File: config.mk
export PLATFORM = sky130hd
export DESIGN_NAME = sync_fifo_param
export DESIGN_NICKNAME = d
export VERILOG_FILES = /design/src/rtl/fifo_pkg.sv /design/src/rtl/fifo_mem.sv /design/src/rtl/sync_fifo_param.sv
export SDC_FILE = /design/constraint.sdc
export NUM_CORES = 1
export LEC_CHECK = 0
export CAP_MARGIN = 20
export CORE_MARGIN = 2
export CORE_UTILIZATION = 60
export CTS_CLUSTER_SIZE = 14
export DETAILED_ROUTE_END_ITERATION = 8
export GPL_ROUTABILITY_DRIVEN = 0
export PLACE_DENSITY = 0.83
export SYNTH_ARGS = -nofsm -noshare
export SYNTH_HDL_FRONTEND = slang
export SYNTH_SLANG_ARGS = --single-unit
File: constraint.sdc
create_clock -name clk -period 6.2 [get_ports clk]
set_input_delay 0.62 -clock clk [delete_from_list [all_inputs] [get_ports clk]]
set_output_delay 0.62 -clock clk [all_outputs]
set_load 0.01 [all_outputs]
File: src/rtl/fifo_pkg.sv
// fifo_pkg: shared constants, read-mode encodings and sizing helper for the FIFO family
package fifo_pkg;

    localparam int DEF_WIDTH = 8;
    localparam int DEF_DEPTH = 8;

    localparam bit SA_REGISTERED = 1'b0;
    localparam bit SA_FWFT       = 1'b1;

    function automatic int clog2(input int n);
        int r;
        r = 0;
        while ((1 << r) < n) r++;
        return r;
    endfunction

endpackage

File: src/rtl/fifo_mem.sv
// fifo_mem: DEPTH x WIDTH storage, synchronous write port, asynchronous read port
module fifo_mem
    import fifo_pkg::*;
#(
    parameter int WIDTH = DEF_WIDTH,
    parameter int DEPTH = DEF_DEPTH
) (
    input  logic                     clk,
    input  logic                     we,
    input  logic [clog2(DEPTH)-1:0]  waddr,
    input  logic [WIDTH-1:0]         wdata,
    input  logic [clog2(DEPTH)-1:0]  raddr,
    output logic [WIDTH-1:0]         rdata
);

    logic [WIDTH-1:0] mem [DEPTH];

    always_ff @(posedge clk)
        if (we) mem[waddr] <= wdata;

    assign rdata = mem[raddr];

endmodule

File: src/rtl/sync_fifo_param.sv
// sync_fifo_param: parametrised single-clock FIFO with occupancy, threshold flags and sticky errors
module sync_fifo_param
    import fifo_pkg::*;
#(
    parameter int WIDTH      = DEF_WIDTH,
    parameter int DEPTH      = DEF_DEPTH,
    parameter int AF_LEVEL   = DEPTH - 1,
    parameter int AE_LEVEL   = 1,
    parameter bit SHOW_AHEAD = SA_REGISTERED
) (
    input  logic                    clk,
    input  logic                    reset,
    input  logic                    write,
    input  logic [WIDTH-1:0]        data_in,
    input  logic                    read,
    output logic [WIDTH-1:0]        data_out,
    output logic                    empty,
    output logic                    full,
    output logic                    almost_empty,
    output logic                    almost_full,
    output logic [clog2(DEPTH):0]   count,
    output logic                    overflow,
    output logic                    underflow,
    input  logic                    err_clr
);

    localparam int AW = clog2(DEPTH);
    localparam int CW = AW + 1;

    logic [AW-1:0]    wr_ptr, rd_ptr;
    logic [WIDTH-1:0] head, dout_q;
    logic             wr_acc, rd_acc;

    assign empty        = count == '0;
    assign full         = count == CW'(DEPTH);
    assign almost_empty = count <= CW'(AE_LEVEL);
    assign almost_full  = count >= CW'(AF_LEVEL);
    assign wr_acc       = write & ~full;
    assign rd_acc       = read & ~empty;

    fifo_mem #(.WIDTH(WIDTH), .DEPTH(DEPTH)) u_mem (
        .clk   (clk),
        .we    (wr_acc),
        .waddr (wr_ptr),
        .wdata (data_in),
        .raddr (rd_ptr),
        .rdata (head)
    );

    // A new error in the same cycle as err_clr keeps the flag set
    always_ff @(posedge clk) begin
        if (reset) begin
            wr_ptr    <= '0;
            rd_ptr    <= '0;
            count     <= '0;
            overflow  <= 1'b0;
            underflow <= 1'b0;
            dout_q    <= '0;
        end else begin
            if (wr_acc) wr_ptr <= wr_ptr + 1'b1;
            if (rd_acc) rd_ptr <= rd_ptr + 1'b1;
            if (rd_acc) dout_q <= head;
            count     <= count + CW'(wr_acc) - CW'(rd_acc);
            overflow  <= (write & full) | (overflow & ~err_clr);
            underflow <= (read & empty) | (underflow & ~err_clr);
        end
    end

    assign data_out = SHOW_AHEAD ? (empty ? '0 : head) : dout_q;

endmodule

==> images/placement_by_type.png <==
The bar under the picture is 20 um long.
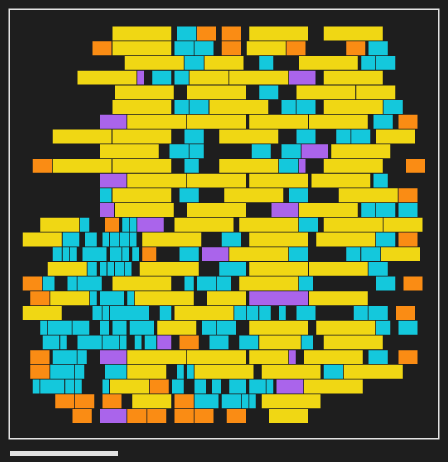
Key: combinational and other logic = cyan [cells 130, share of their area 26%]; other buffers and delay cells = orange [cells 32, share of their area 8.2%]; clock drivers and dummy loads = purple [cells 16, share of their area 5.1%]; flops = yellow [cells 84, share of their area 61%]

==> images/wires.png <==
The bar under the picture is 20 um long. Two of the layers only.
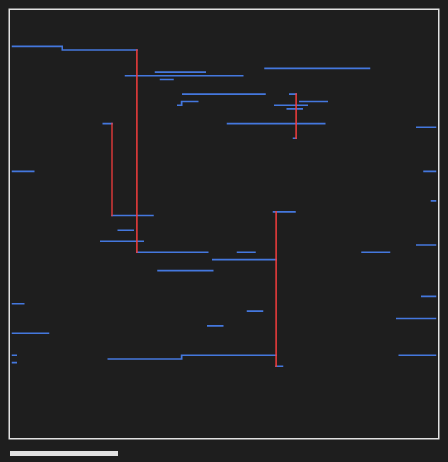
Key: metal 3 = blue [wire length 274 um]; metal 4 = red [wire length 91.1 um]

==> images/logic_types.png <==
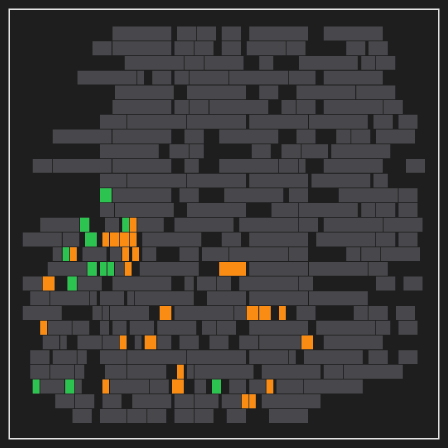
Key: NAND gates = green [cells 12]; NOR gates = orange [cells 25]
combinational share of cell area: 25.0%
final cell count without fillers: 334
most frequent logic cell in the layout: edfxtp_1

==> images/congestion.png <==
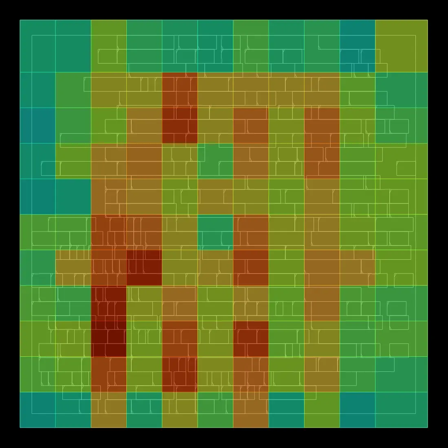
GR Layer Usage met1: 27.8%
Tot GR Track Use: 21.5%
utilization after layout: 71.8%
met3 usage: 3.86%

==> metrics.cfg <==
[outcome]
status = finished, final reports clean

[detailed_routing]
drtIter0Drc = 181
route.met2.wl_mm = 3.13
ant_nets = 0
met3WireLength_um = 273
wl_mm = 6.23
via_per_inst = 5.78
top_layer = met4
dr.pass1.iters = 4
avgRoutedWirePerCell_um = 18.6
route.detailed.drc = 0
met1_length_mm = 2.73
num_vias = 1931

[clock_network]
hold_buffers = 0
clkTransAtPathRegs_ps = 80
cts_tree = built
post_cts_buffers = 0
cts_root_buffer = clkbuf_8
htreeDepth = 3
clk_path_buf_depth = 2
clk_latency_ps = 350
cts_buffers = 9
clock_sinks = 84
cts_resized = 0

[layout]
layout-drive-gt1-share_pct = 8.02
areaGrowthSynthToFinish_pct = 16.0
final_cell_area_mm2 = 0.00393
buffers_excl_clock = 32
regArea_mm2 = 0.00232
nFlopsAndLatches = 84
seq_share_pct = 59.1
nNetsFinal = 281
n_all_inverters = 7
n_antenna_cell = 0
clkCellAreaFrac_pct = 4.93
nClkBuffers = 12
buf_share_pct = 8.02
final_cell_mix = 64 x edfxtp_1, 33 x mux2i_1, 30 x clkdlybuf4s50_1
comb_cells = 123
dominant_cells = flip-flops and latches
num-fill-cells = 350
comb_area_um2 = 981

[global_route]
antenna_found_initial = 0
grt_max_degree = 35
overflow = 0
grt_pass1_wl_mm = 9.56
grt_pass1_vias = 1851

[yosys]
yosys_warnings = 0
ys_async_sr_fraction_pct = 0
synth.area.mux_share_pct = 9.75
syn_area_mm2 = 0.00339
simple_gate_area_share_pct = 6.46
synth.avg_cell_area_um2 = 15.1
ys_ff = 84
aoi_share_pct = 7.16
flop_cell = edfxtp_1
area_leaders = edfxtp_1 57%, dfxtp_1 12%, mux2i_1 9.7%, ha_1 3.7%, a22oi_1 3.5%
ys_sh_adder_pct = 4.28
top_area_cell = edfxtp_1
ys_area_mm2 = 0.00339
synthCells = 224
top_cells_by_count = 64 x edfxtp_1, 33 x mux2i_1, 20 x dfxtp_1, 16 x a22oi_1, 15 x nor2_1
synth-edff-count = 64
synth_seq_share_pct = 68.5
ys_cells = 224
most_common_cell = edfxtp_1
yosysTopAreaCellShare_pct = 56.7
synth_nets = 248
ys_top_logic_family = multiplexers
synthDistinctLibCells = 29
synthXorXnorAreaFrac_pct = 1.29

[timing]
timing.slew.headroom_pct = 30.6
setup_viol = 0
period_needed_ps = 2710
rsz0062_at_grt = no
fmax_mhz = 369
finalClockSkew_ps = 10.8
slew_viol_final = 0
worstMarginPinSlew_ps = 1040
setup-tns-final_ps = 0
final-hold-violation-count = 0
layout_setup_ws_ps = 3490
whs_ps = 478
period_used_pct = 43.8

[worst_setup_path]
max_stage_delay_ps = 530
cp_max_fo = 5
r2r-start = count[2]
path_buffers = 3
path_common_cell = inv_1
critPathSlowestCell = clkdlybuf4s50_1
worstSetupPathType = flip-flop to primary output
required_ps = 5580
cp-end-kind = primary output
crit_chain = inv_1 > ha_1 > or3b_2 > inv_1 > clkdlybuf4s50_1
cp-start-kind = flip-flop
critPathLaunch = count[2]
critPathTopFamily = buffers and inverters
critPathArrivalTime_ps = 2090

[power_and_ir_drop]
p_leak_nw = 1.34
maxPowerGroup = sequential cells
seq-power_mw = 0.746
p_clk_share_pct = 24.6
power.density_mw_per_mm2 = 391
power.switching_mw = 0.445
comb-power_mw = 0.413
p_int_mw = 1.09
p_comb_share_pct = 26.9
max-vdd-ir-drop_mv = 0.357
seq_power_share_pct = 48.5
power_mw = 1.54
swShare_pct = 28.9
p_clk_mw = 0.378

[placement]
dp.cells = 316
pre_cts_slack_ps = 3280
dpl.hpwl_mm = 3.96
placed_area_mm2 = 0.00372
portBuffers = 30

[die]
rows = 27
dieArea_mm2 = 0.00626
core-area_mm2 = 0.00547
io_pins = 31
fp.dieW_um = 79.1
fp_util_pct = 61.9
dieHeight_um = 79.1
nWellTaps = 72

[worst_hold_path]
hold_path_startpoint = data_out[5]
hp-class = flip-flop to flip-flop

[run]
maxCapViolCount = 0
warnings = 29

path summary, 6_finish.rpt:
| path | endpoint | slack [ps] | cells past startpoint |
|---|---|---|---|
| worst max-delay path | full | 3490 | 5 |
| worst min-delay path | data_out[5] | 480 | 1 |
| worst max register to register | count[2] | 3610 | 10 |
| worst min register to register | data_out[5] | 480 | 1 |
routing by layer:
metal	track usage, %	vias to the layer above
met5	0	-
met4	11.4	0
met3	3.86	10
met2	35.0	56
met1	27.8	956
li1	-	909
registers in the layout, indices dropped and copies added (netlist names):
register	flops
rd_ptr	3
wr_ptr	3
overflow	1
data_out	8
count	4
u_mem.mem	64
underflow	1
